M3 wires:
Cells faint in the background.
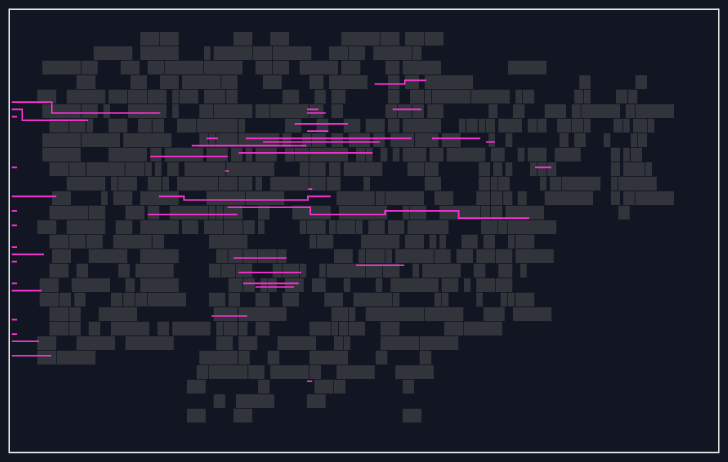
Logic cells by family:
The bar under the picture is 50 µm long.
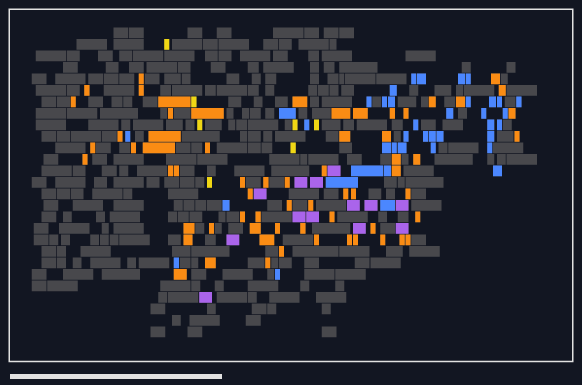
Routed clock nets over the placement:
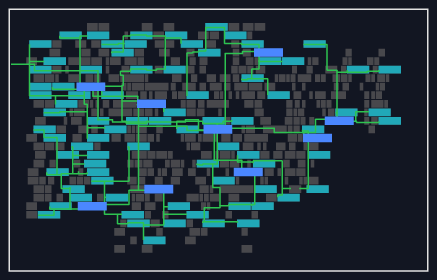
Sizing map:
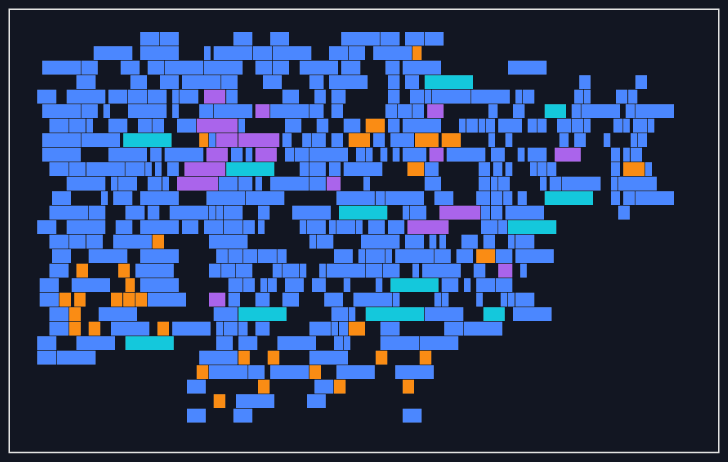
**src/rtl/seg_scan_pkg.sv**
```systemverilog
// Shared types and constants for the seven-segment bus snooper.
// Segment codes are active-low {g,f,e,d,c,b,a}.
package seg_scan_pkg;

  typedef enum logic [1:0] {
    WAIT_SEL,
    SETTLE,
    LATCHED
  } state_t;

  typedef struct packed {
    logic [3:0] an;
    logic [6:0] seven;
  } sample_t;

  localparam logic [6:0] BLANK_SEG = 7'h7F;

  localparam logic [15:0][6:0] SEG_TAB = {
    7'h0E, 7'h06, 7'h21, 7'h46,
    7'h03, 7'h08, 7'h10, 7'h00,
    7'h78, 7'h02, 7'h12, 7'h19,
    7'h30, 7'h24, 7'h79, 7'h40
  };

  localparam sample_t IDLE_SAMPLE = '{
    an: 4'hF,
    seven: BLANK_SEG
  };

  function automatic logic one_hot_low(
    input logic [3:0] an
  );
    return $onehot(~an);
  endfunction

endpackage

```
**src/rtl/seg_to_nibble.sv**
```systemverilog
// Reverse lookup of an active-low segment code into a hex nibble.
// hit is low when the code is not one of the sixteen table glyphs.
module seg_to_nibble
  import seg_scan_pkg::*;
(
  input  logic [6:0] seven,
  output logic       hit,
  output logic [3:0] nibble
);

  // Scan the table; codes are unique so at most one entry matches.
  always_comb begin
    hit = 1'b0;
    nibble = 4'h0;
    for (int i = 0; i < 16; i++) begin
      if (seven == SEG_TAB[i]) begin
        hit = 1'b1;
        nibble = 4'(i);
      end
    end
  end

endmodule

```
**src/rtl/seg_scan_decoder.sv**
```systemverilog
// Snoops a multiplexed 4-digit seven-segment bus and rebuilds the hex word.
// Define SEG_SCAN_DECODE_ERR_EN to reject unknown glyphs and raise err.
module seg_scan_decoder
  import seg_scan_pkg::*;
#(
  parameter int STABLE_CYCLES = 4,
  parameter int SYNC_STAGES   = 2
) (
  input  logic        clk,
  input  logic        rst,
  input  logic [6:0]  seven,
  input  logic [3:0]  an,
  output logic [15:0] value,
  output logic        value_valid,
  output logic [3:0]  digit_mask,
  output logic        err
);

  localparam logic [7:0] STABLE_N = 8'(STABLE_CYCLES);

  logic [SYNC_STAGES-1:0][6:0] seven_sync;
  logic [SYNC_STAGES-1:0][3:0] an_sync;

  sample_t cur;
  sample_t samp;
  sample_t samp_n;

  state_t state;
  state_t state_n;

  logic [7:0] cnt;
  logic [7:0] cnt_n;
  logic [7:0] cnt_inc;

  logic sel;
  logic same;
  logic enter;
  logic cap;
  logic wr;

  logic       hit;
  logic [3:0] nib;
  logic [3:0] dig;
  logic [3:0] mask_add;

  logic [3:0][3:0] slots;
  logic [3:0][3:0] slots_n;

  // Bring the asynchronous bus into the clock domain; idle is all-ones.
  always_ff @(posedge clk) begin
    if (rst) begin
      seven_sync <= '1;
      an_sync <= '1;
    end else begin
      seven_sync[0] <= seven;
      an_sync[0] <= an;
      for (int i = 1; i < SYNC_STAGES; i++) begin
        seven_sync[i] <= seven_sync[i-1];
        an_sync[i] <= an_sync[i-1];
      end
    end
  end

  assign cur.an = an_sync[SYNC_STAGES-1];
  assign cur.seven = seven_sync[SYNC_STAGES-1];

  assign sel = one_hot_low(cur.an);
  assign same = (cur == samp);
  assign cnt_inc = cnt + 8'd1;

  seg_to_nibble u_dec (
    .seven (cur.seven),
    .hit   (hit),
    .nibble(nib)
  );

  // Next-state logic: a digit is accepted once its sample has held
  // unchanged for STABLE_CYCLES synced cycles.
  always_comb begin
    state_n = state;
    samp_n = samp;
    cnt_n = cnt;
    cap = 1'b0;
    enter = 1'b0;
    unique case (state)
      WAIT_SEL: begin
        enter = 1'b1;
      end
      SETTLE: begin
        if (same) begin
          cnt_n = cnt_inc;
          if (cnt_inc == STABLE_N) begin
            cap = 1'b1;
            state_n = LATCHED;
          end
        end else if (sel) begin
          samp_n = cur;
          cnt_n = 8'd1;
        end else begin
          state_n = WAIT_SEL;
        end
      end
      LATCHED: begin
        if (!same) begin
          enter = 1'b1;
        end
      end
      default: begin
        state_n = WAIT_SEL;
      end
    endcase
    // Leaving LATCHED reuses the selection check so a direct
    // digit-to-digit change starts settling without a gap.
    if (enter) begin
      if (sel) begin
        samp_n = cur;
        cnt_n = 8'd1;
        if (STABLE_N == 8'd1) begin
          cap = 1'b1;
          state_n = LATCHED;
        end else begin
          state_n = SETTLE;
        end
      end else begin
        state_n = WAIT_SEL;
      end
    end
  end

  assign dig = ~cur.an;

`ifdef SEG_SCAN_DECODE_ERR_EN
  assign wr = cap & hit;
`else
  assign wr = cap;
`endif

  assign mask_add = digit_mask | dig;

  // Merge the decoded nibble into its slot.
  always_comb begin
    slots_n = slots;
    for (int i = 0; i < 4; i++) begin
      if (dig[i]) begin
        slots_n[i] = nib;
      end
    end
  end

  // Capture FSM state, counter and sample register.
  always_ff @(posedge clk) begin
    if (rst) begin
      state <= WAIT_SEL;
      samp <= IDLE_SAMPLE;
      cnt <= 8'd0;
    end else begin
      state <= state_n;
      samp <= samp_n;
      cnt <= cnt_n;
    end
  end

  // Frame assembly: publish the word once all four digits are seen.
  always_ff @(posedge clk) begin
    if (rst) begin
      slots <= '0;
      digit_mask <= 4'h0;
      value <= 16'h0000;
      value_valid <= 1'b0;
    end else begin
      value_valid <= 1'b0;
      if (wr) begin
        slots <= slots_n;
        if (mask_add == 4'hF) begin
          value <= slots_n;
          value_valid <= 1'b1;
          digit_mask <= 4'h0;
        end else begin
          digit_mask <= mask_add;
        end
      end
    end
  end

`ifdef SEG_SCAN_DECODE_ERR_EN
  // Sticky flag for glyphs outside the hex table.
  always_ff @(posedge clk) begin
    if (rst) begin
      err <= 1'b0;
    end else if (cap && !hit) begin
      err <= 1'b1;
    end
  end
`else
  logic unused_hit;
  assign unused_hit = hit;
  assign err = 1'b0;
`endif

endmodule

```
**config.mk**
```make
export PLATFORM = sky130hd
export DESIGN_NAME = seg_scan_decoder
export DESIGN_NICKNAME = d
export VERILOG_FILES = /design/src/rtl/seg_scan_pkg.sv /design/src/rtl/seg_to_nibble.sv /design/src/rtl/seg_scan_decoder.sv
export SDC_FILE = /design/constraint.sdc
export NUM_CORES = 1
export LEC_CHECK = 0
export CAP_MARGIN = 20
export CORE_ASPECT_RATIO = 0.6
export CORE_MARGIN = 4
export CORE_UTILIZATION = 40
export CTS_CLUSTER_SIZE = 30
export DETAILED_ROUTE_END_ITERATION = 7
export PLACE_DENSITY = 0.71
export SETUP_SLACK_MARGIN = 0.05
export SLEW_MARGIN = 20
export SYNTH_ARGS = -nofsm -noshare
export SYNTH_HDL_FRONTEND = slang
export SYNTH_SLANG_ARGS = --single-unit
```
**constraint.sdc**
```tcl
create_clock -name clk -period 3.5 [get_ports clk]
set_clock_uncertainty 0.05 [all_clocks]
set_input_delay 0.7 -clock clk [delete_from_list [all_inputs] [get_ports clk]]
set_output_delay 0.7 -clock clk [all_outputs]
set_load 0.01 [all_outputs]
```
==> out/qor.csv <==
metric,value,unit
outcome,"finished, final reports clean",
met3WireLength,408,µm
combPwrFrac,0.093,
power.group.top,the clock network,
grt_first_pass_wirelength,14170,µm
grt-busiest-layer,met2,
ant_nets,0,
cts_tree,built,
dp_cells,536,
internal_power,1566,µW
rsz0062_at_grt,no,
holdPathEnd,cur[1]$_SDFF_PP1_,
critPathTopFamily,AND-OR/OR-AND gates,
yosys.stat.seqShare,0.4281,
dpl.hpwl,5763,µm
top_area_frac,0.4281,
setup_violations,0,
p_seq,956,µW
critPathCapture,slots[8]$_SDFFE_PP0P_,
relSlewSlack,0.3027,
p_leak,0.001562,µW
port_buffers,33,
post_cts.repair.setup_buffers,0,
drt-met1-wl,4286,µm
h-tree-depth,3,
dpl_worst_slack,931.2,ps
Back to the opening pictures, 'M3 wires':
- share of all routed wire: 4.9%
- longest straight run: 30.8 µm
final wirelength: 8325 µm
routing usage on met3: 0.06114

Back to the opening pictures, 'logic cells by family':
- nor cells: orange (cells 64; most used nor2_1)
- inv cells: yellow (cells 7; most used clkinv_1)
- nand cells: blue (cells 39; most used nand2_1)
- xor and xnor cells: purple (cells 13; most used xnor2_1; where middle)
Commonest Layout Cell: dfxtp_1
Final Non-Filler Cells: 552
Comb/total area: 0.4511

Back to the opening pictures, 'routed clock nets over the placement':
- flip-flops: cyan (count 80)
- clock wires: green (length 1,030 µm)
- clock-net drivers: blue (count 9)
- flops lie: spread over the die
clk_lat worst skew: 340 ps
power share of the clock group: 0.454

Back to the opening pictures, 'sizing map':
- x2: orange (cells 33; most used or2_2)
- x1 and smaller: blue (cells 360; most used dfxtp_1)
- x3 and x4: purple (cells 17)
- x6 and larger: cyan (cells 12; most used clkbuf_16)
post-route cell area: 0.004466 mm²
final worst slack: 892.5 ps
number of signal-net buffers in the layout: 37
Area Overhead vs Synth: 19.36%

-- cell families (layout without fill, tap and decap cells) --
logic type                 Yosys count  in the layout  share of synthesized area
and+or+nand+nor                    151            151                     0.2548
DFF                                 80             80                     0.4281
buffers and inverters               30             60                    0.03344
other                                1              1                   0.001002
muxes                               29             29                    0.07793
xor gates and xnor gates            13             13                    0.03043
adders and majority gates            4              4                    0.01539
AOI/OAI and AO/OA                   84             84                     0.1589
-- cell type report --
class	count	area (µm²)
multi-input cells	282	2014
clock buffers	9	225.2
well taps	130	162.7
inverters	7	26.28
fillers	849	4690
clock inverters	7	80.08
flip-flops and latches	80	1602
repair buffers	37	355.3
Power and IR drop assume default switching activity.
